Fig. 1: run 1, the clock network
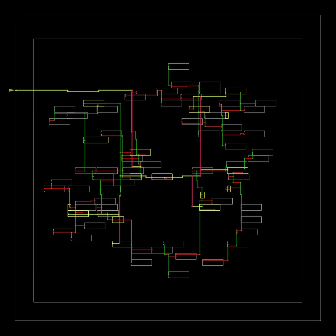
Fig. 2: run 1, signal wires on met4
(3 px per um) Supply wires on this layer in grey.
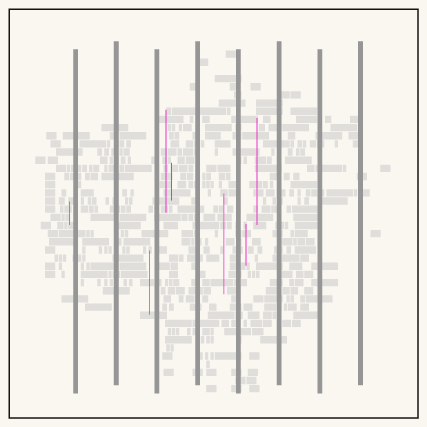
Fig. 3: run 1, pin map
(3 px per um) Pins as bars across the die edge, other pins in grey.
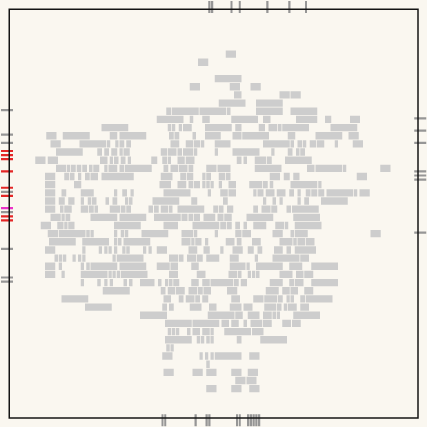
$ cat config.mk
export PLATFORM = sky130hd
export DESIGN_NAME = jvs_tx_framer
export DESIGN_NICKNAME = d
export VERILOG_FILES = /design/src/rtl/jvs_pkg.sv /design/src/rtl/jvs_tx_framer.sv
export SDC_FILE = /design/constraint.sdc
export NUM_CORES = 1
export LEC_CHECK = 0
export CAP_MARGIN = 0
export CORE_MARGIN = 8
export CORE_UTILIZATION = 25
export DETAILED_ROUTE_END_ITERATION = 7
export GPL_TIMING_DRIVEN = 0
export SLEW_MARGIN = 40
export SYNTH_ARGS = -nofsm -noshare
export SYNTH_HDL_FRONTEND = slang
export SYNTH_SLANG_ARGS = --single-unit
export TNS_END_PERCENT = 10
$ cat constraint.sdc
create_clock -name clk -period 7.05 [get_ports clk]
set_input_delay 1.7625 -clock clk [delete_from_list [all_inputs] [get_ports clk]]
set_output_delay 1.7625 -clock clk [all_outputs]
set_load 0.01 [all_outputs]
$ cat src/rtl/jvs_pkg.sv
// Shared JVS framing constants, transmit state encoding and escape test,
// common to the TX framer and the RX deframer.
package jvs_pkg;

  localparam logic [7:0] JVS_SYNC = 8'hE0;
  localparam logic [7:0] JVS_MARK = 8'hD0;

  typedef enum logic [2:0] {
    ST_IDLE = 3'd0,
    ST_SYNC = 3'd1,
    ST_NODE = 3'd2,
    ST_LEN  = 3'd3,
    ST_DATA = 3'd4,
    ST_SUM  = 3'd5,
    ST_ESC  = 3'd6
  } jvs_tx_state_t;

  // Values that would be mistaken for SYNC or MARK on the line
  function automatic logic jvs_needs_esc(input logic [7:0] b);
    return (b == JVS_SYNC) || (b == JVS_MARK);
  endfunction

endpackage

$ cat src/rtl/jvs_tx_framer.sv
// JVS packet framer: wraps a raw payload stream with SYNC/NODE/LEN/SUM and
// byte stuffing, and feeds the UART transmitter one byte at a time.
module jvs_tx_framer
  import jvs_pkg::*;
#(
  parameter int unsigned MAX_PAYLOAD = 254
) (
  input  logic       clk,
  input  logic       rst,
  input  logic       i_start,
  input  logic [7:0] i_node,
  input  logic [7:0] i_len,
  output logic       o_start_ready,
  input  logic       i_pl_valid,
  input  logic [7:0] i_pl_data,
  output logic       o_pl_ready,
  output logic       o_tx_valid,
  output logic [7:0] o_tx_data,
  input  logic       i_tx_ready,
  output logic       o_busy,
  output logic       o_done,
  output logic       o_err
);

  // The state names the field still owed to the line; it advances on the
  // handshake of that field, and the field is loaded in the empty-slot cycle.
  jvs_tx_state_t r_state, r_ret;
  logic          r_vld, r_esc_sent, r_done, r_err;
  logic [7:0]    r_data, r_node, r_len, r_cnt, r_sum, r_esc;

  logic          w_load, w_hs, w_len_ok;
  logic [7:0]    w_val;
  jvs_tx_state_t w_after, w_succ;

  function automatic jvs_tx_state_t next_field(input jvs_tx_state_t st,
                                               input logic [7:0] cnt);
    case (st)
      ST_SYNC: return ST_NODE;
      ST_NODE: return ST_LEN;
      ST_LEN:  return ST_DATA;
      ST_DATA: return (cnt == 8'd0) ? ST_SUM : ST_DATA;
      default: return ST_IDLE;
    endcase
  endfunction

  always_comb begin
    w_load = 1'b0;
    w_val  = 8'h00;
    if (!r_vld) begin
      case (r_state)
        ST_NODE: begin w_load = 1'b1;       w_val = r_node;         end
        ST_LEN:  begin w_load = 1'b1;       w_val = r_len + 8'd1;   end
        ST_DATA: begin w_load = i_pl_valid; w_val = i_pl_data;      end
        ST_SUM:  begin w_load = 1'b1;       w_val = r_sum;          end
        default: ;
      endcase
    end
  end

  assign w_hs     = r_vld && i_tx_ready;
  assign w_len_ok = (i_len != 8'd0) && (32'(i_len) <= MAX_PAYLOAD);
  assign w_after  = (r_state == ST_ESC) ? r_ret : r_state;
  assign w_succ   = next_field(w_after, r_cnt);

  always_ff @(posedge clk or posedge rst) begin
    if (rst) begin
      r_state    <= ST_IDLE;
      r_ret      <= ST_IDLE;
      r_vld      <= 1'b0;
      r_esc_sent <= 1'b0;
      r_done     <= 1'b0;
      r_err      <= 1'b0;
      r_data     <= 8'h00;
      r_node     <= 8'h00;
      r_len      <= 8'h00;
      r_cnt      <= 8'h00;
      r_sum      <= 8'h00;
      r_esc      <= 8'h00;
    end else begin
      r_done <= 1'b0;
      r_err  <= 1'b0;
      if (r_state == ST_IDLE) begin
        if (i_start) begin
          if (w_len_ok) begin
            r_node  <= i_node;
            r_len   <= i_len;
            r_cnt   <= i_len;
            r_sum   <= 8'h00;
            r_vld   <= 1'b1;
            r_data  <= JVS_SYNC;
            r_state <= ST_SYNC;
          end else begin
            r_err <= 1'b1;
          end
        end
      end else if (w_hs) begin
        r_vld <= 1'b0;
        // A MARK handshake keeps us in ESC; the escaped value completes the field
        if (r_state != ST_ESC || r_esc_sent) begin
          r_state    <= w_succ;
          r_esc_sent <= 1'b0;
          if (w_after == ST_SUM) r_done <= 1'b1;
        end
      end else if (!r_vld) begin
        if (r_state == ST_ESC) begin
          r_vld      <= 1'b1;
          r_data     <= r_esc;
          r_esc_sent <= 1'b1;
        end else if (w_load) begin
          r_vld <= 1'b1;
          if (r_state != ST_SUM) r_sum <= r_sum + w_val;
          if (r_state == ST_DATA) r_cnt <= r_cnt - 8'd1;
          if (jvs_needs_esc(w_val)) begin
            r_data  <= JVS_MARK;
            r_esc   <= w_val - 8'd1;
            r_ret   <= r_state;
            r_state <= ST_ESC;
          end else begin
            r_data <= w_val;
          end
        end
      end
    end
  end

  assign o_start_ready = (r_state == ST_IDLE);
  assign o_busy        = (r_state != ST_IDLE);
  assign o_pl_ready    = (r_state == ST_DATA) && !r_vld;
  assign o_tx_valid    = r_vld;
  assign o_tx_data     = r_data;
  assign o_done        = r_done;
  assign o_err         = r_err;

endmodule

==> flow_metrics.env, run 1 <==
# yosys + openroad results
export IMPL_fin_crit_ns=4.499
export IMPL_powerSeq_uw=569
export IMPL_dp_hpwl_um=7659
export IMPL_edf_count=0
export IMPL_startpoint="i_pl_data[0]"
export IMPL_pg_clk_uw=444
export IMPL_ir_drop_mv=0.1471
export IMPL_slew_limit_headroom_pct=48.81
export IMPL_fin_skew_ns=0.005866
export IMPL_grt_overflow=0
export IMPL_cp_buffers_inverters=3
export IMPL_cts_resized=0
export IMPL_status="finished clean"
export IMPL_yosys_warnings=0
export IMPL_insertion_delay_ns=0.33
export IMPL_post_synth_num_cell_types=65
export IMPL_ys_area_um2=3585
export IMPL_p_clk_share_pct=23.9
export IMPL_hold_end="r_node[4]$_DFFE_PP0P_"
export IMPL_grt_busiest_layer="met2"
## Picture notes: Fig. 1
number of clock buffers in the layout: 14
CTS Buf Count: 9
clk sinks: 58

## Picture notes: Fig. 2
5 nets have wire on it. The layer holds 1.5% of the routed length. The wires run mostly vertical.
routed vias: 3249
WL final: 10210 um

## Picture notes: Fig. 3
Key: red = `i_len` [pins 8, direction input, edge left]; magenta = `i_start` [pins 1, direction input, edge left]
All pins by edge: 17 left, 12 bottom, 7 right, 7 top.
floorplan die width: 135.7 um
die height: 135.7 um
# port buffers: 42

Fig. 4: run 1, met3 routing
(3 px per um)
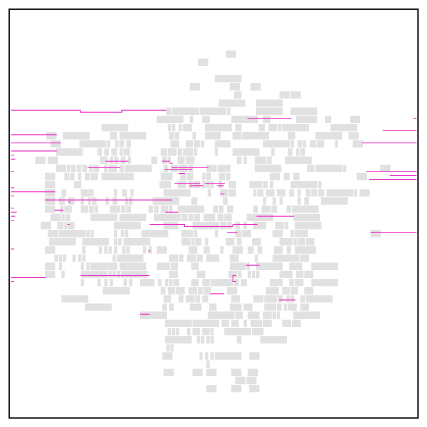

==> inputs of run 2 (changes only) <==
clock period = 3.9 ns   (was 7.05 ns; I/O delays follow)
Fig. 5: run 2, met3 routing
(3 px per um)
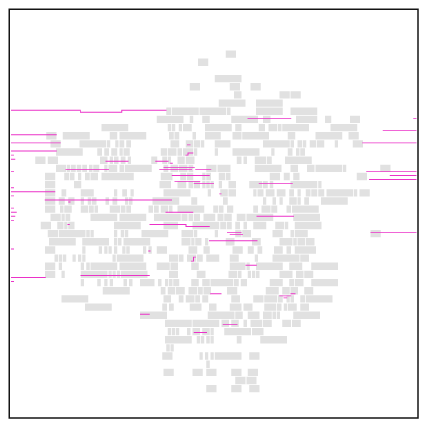
The wires run mostly horizontal. The longest straight run is 42.1 um.
met3 Use GR: 3.301%
routed vias: 3276
WL final: 10240 um

==> flow_metrics.env, run 2 <==
# yosys + openroad results
export IMPL_startpoint="i_pl_data[0]"
export IMPL_fin_crit_ns=3.689
export IMPL_num_antenna_cells=0
export IMPL_ys_area_um2=3585
export IMPL_grt_overflow=0
export IMPL_status="finished clean"
export IMPL_final_cell_area_um2=4567
export IMPL_clock_buffers=14
export IMPL_edf_count=0
export IMPL_yosys_warnings=0
export IMPL_largest_area_cell="dfrtp_1"
export IMPL_cp_buffers_inverters=3
export IMPL_ir_drop_mv=0.2865
export IMPL_nFillCells=1422
export IMPL_drt_pass1_iter_count=7
export IMPL_placedInstanceArea_um2=4253
export IMPL_fp_dieH_um=135.7
export IMPL_synthXorXnorAreaFrac_pct=3.421
export IMPL_dp_cells=626
export IMPL_cts_buffers=9
export IMPL_grt_pass1_wl_um=16890
export IMPL_signal_buffer_area_fraction_pct=12.08
export IMPL_hold_violations=0
export IMPL_die_w_um=135.7
export IMPL_cts_resized=0
export IMPL_post_synth_num_cell_types=65
export IMPL_powerSeq_uw=1030
export IMPL_pg_comb_uw=1540
export IMPL_dp_hpwl_um=7659
export IMPL_crit_slowest_cell="clkdlybuf4s50_1"
export IMPL_slew_limit_headroom_pct=47.65
export IMPL_htree_levels=3
export IMPL_ys_ff=58
export IMPL_wl_met3_um=486
export IMPL_required_ns=4.11
export IMPL_hold_end="r_node[4]$_DFFE_PP0P_"
export IMPL_warning_count=27
export IMPL_grt_busiest_layer="met2"
export IMPL_top_cell_area_share_pct=40.49
export IMPL_flop_cell="dfrtp_1"
export IMPL_synth_cellmix_adderShare_pct=4.398
export IMPL_p_clk_share_pct=23.7
export IMPL_io_buffers=42
export IMPL_flop_area_um2=1451
export IMPL_comb_area_share_pct=42.96
export IMPL_tns_ns=0
export IMPL_clock_sinks=58
Fig. 6: run 2, the clock network
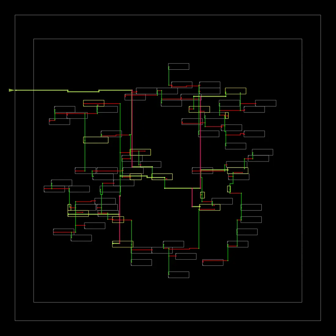
flop count: 58
clk latency late pin: 0.33 ns
Clock Skews: 0.005402 ns
Clock Power: 799 uW

Fig. 7: run 2, pin map
(3 px per um) Pins as bars across the die edge, other pins in grey.
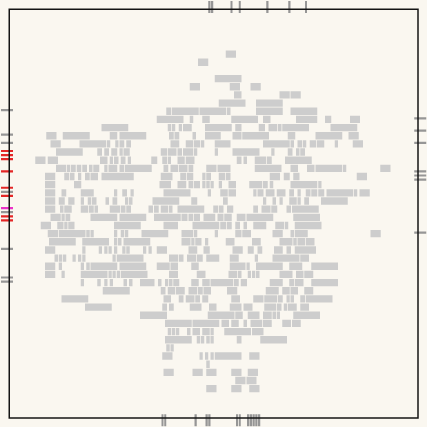

==> inputs of run 3 (changes only) <==
CORE_MARGIN = 3   (was 8)
clock period = 3.8 ns   (was 3.9 ns; I/O delays follow)
Fig. 8: run 3, pin map
(3 px per um) Pins as bars across the die edge, other pins in grey.
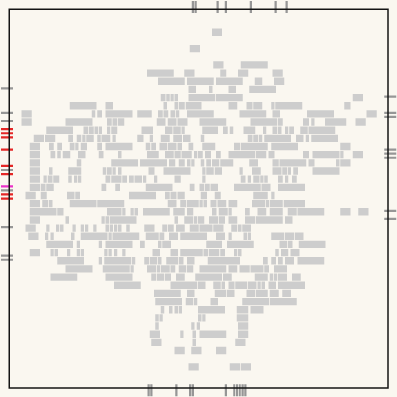
Key: magenta = `i_start` [pins 1, direction input, edge left]; red = `i_len` [pins 8, direction input, edge left]
All pins by edge: 17 left, 11 bottom, 8 right, 7 top.
floorplan die width: 125.7 um
die height: 125.7 um

==> flow_metrics.env, run 3 <==
# yosys + openroad results
export IMPL_status="finished clean"
export IMPL_synth_cellmix_adderShare_pct=4.398
export IMPL_flop_area_um2=1451
export IMPL_dp_cells=626
export IMPL_cts_setup_buffers=0
export IMPL_ys_ff=58
export IMPL_edf_count=0
export IMPL_cp_buffers_inverters=3
export IMPL_comb_area_share_pct=42.89
export IMPL_fin_crit_ns=3.659
export IMPL_timing_rr_end="r_ret[0]$_DFFE_PP0P_"
export IMPL_nFillCells=1447
export IMPL_placedInstanceArea_um2=4253
export IMPL_num_antenna_cells=0
export IMPL_hold_end="r_node[5]$_DFFE_PP0P_"
export IMPL_tapCellCount=180
export IMPL_pg_clk_uw=847
export IMPL_signal_buffer_area_fraction_pct=11.84
export IMPL_insertion_delay_ns=0.33
export IMPL_dp_hpwl_um=7413
export IMPL_warning_count=27
export IMPL_largest_area_cell="dfrtp_1"
export IMPL_flop_count=58
export IMPL_tns_ns=0
export IMPL_cts_resized=0
export IMPL_ys_async_sr_fraction_pct=100.0
export IMPL_wl_per_cell_um=15.43
export IMPL_required_ns=4.01
export IMPL_hold_violations=0
export IMPL_top_cell_area_share_pct=40.49
export IMPL_startpoint="i_pl_data[0]"
export IMPL_flop_cell="dfrtp_1"
export IMPL_grtUsageMet3_pct=2.969
export IMPL_crit_slowest_cell="clkdlybuf4s50_1"
export IMPL_clock_buffers=13
export IMPL_drt_pass1_iter_count=4
export IMPL_cts_buffers=9
export IMPL_p_clk_share_pct=24.4
export IMPL_pg_comb_uw=1580
export IMPL_synthXorXnorAreaFrac_pct=3.421
export IMPL_yosys_warnings=0
export IMPL_clock_sinks=58
export IMPL_slew_limit_headroom_pct=46.95
export IMPL_ir_drop_mv=0.2586
export IMPL_post_synth_num_cell_types=65
export IMPL_grt_busiest_layer="met2"
export IMPL_final_cell_area_um2=4574
export IMPL_powerSeq_uw=1050
export IMPL_grt_overflow=0
Fig. 9: run 3, signal wires on met4
(3 px per um) Supply wires on this layer in grey.
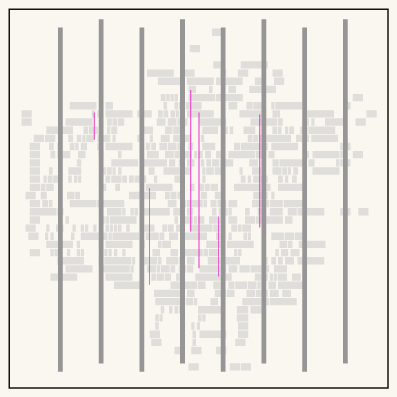
The layer holds 2.0% of the routed length. The longest straight run is 51.7 um.
routed vias: 3225
WL final: 9905 um


==> gallery <==
A small window of the routed layout.
shot_01.png
Window x 77 to 127, y 77 to 127 um. Cells in grey, sequential cells in the stronger grey; small squares are vias.
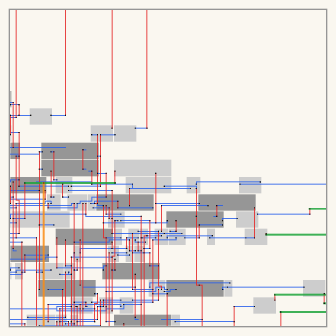
shot_02.png
Window x 69 to 119, y 69 to 119 um. Cells in grey, sequential cells in the stronger grey; small squares are vias.
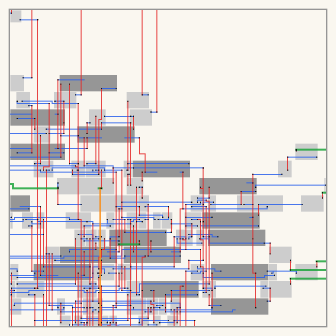
| picture | from |
|---|---|
| shot_01.png | run 1 |
| shot_02.png | run 3 |

Key to shot_02.png:
Key: orange = metal 4; red = metal 2; blue = metal 1; green = metal 3
Sequential cells in the window: 15. 80 logic cells have their middle in the window. Netlist names of flops here include `o_tx_data` (8), `r_esc` (6). Most frequent: dfrtp_1 (15), clkdlybuf4s50_1 (10).

Power and IR drop assume default switching activity.
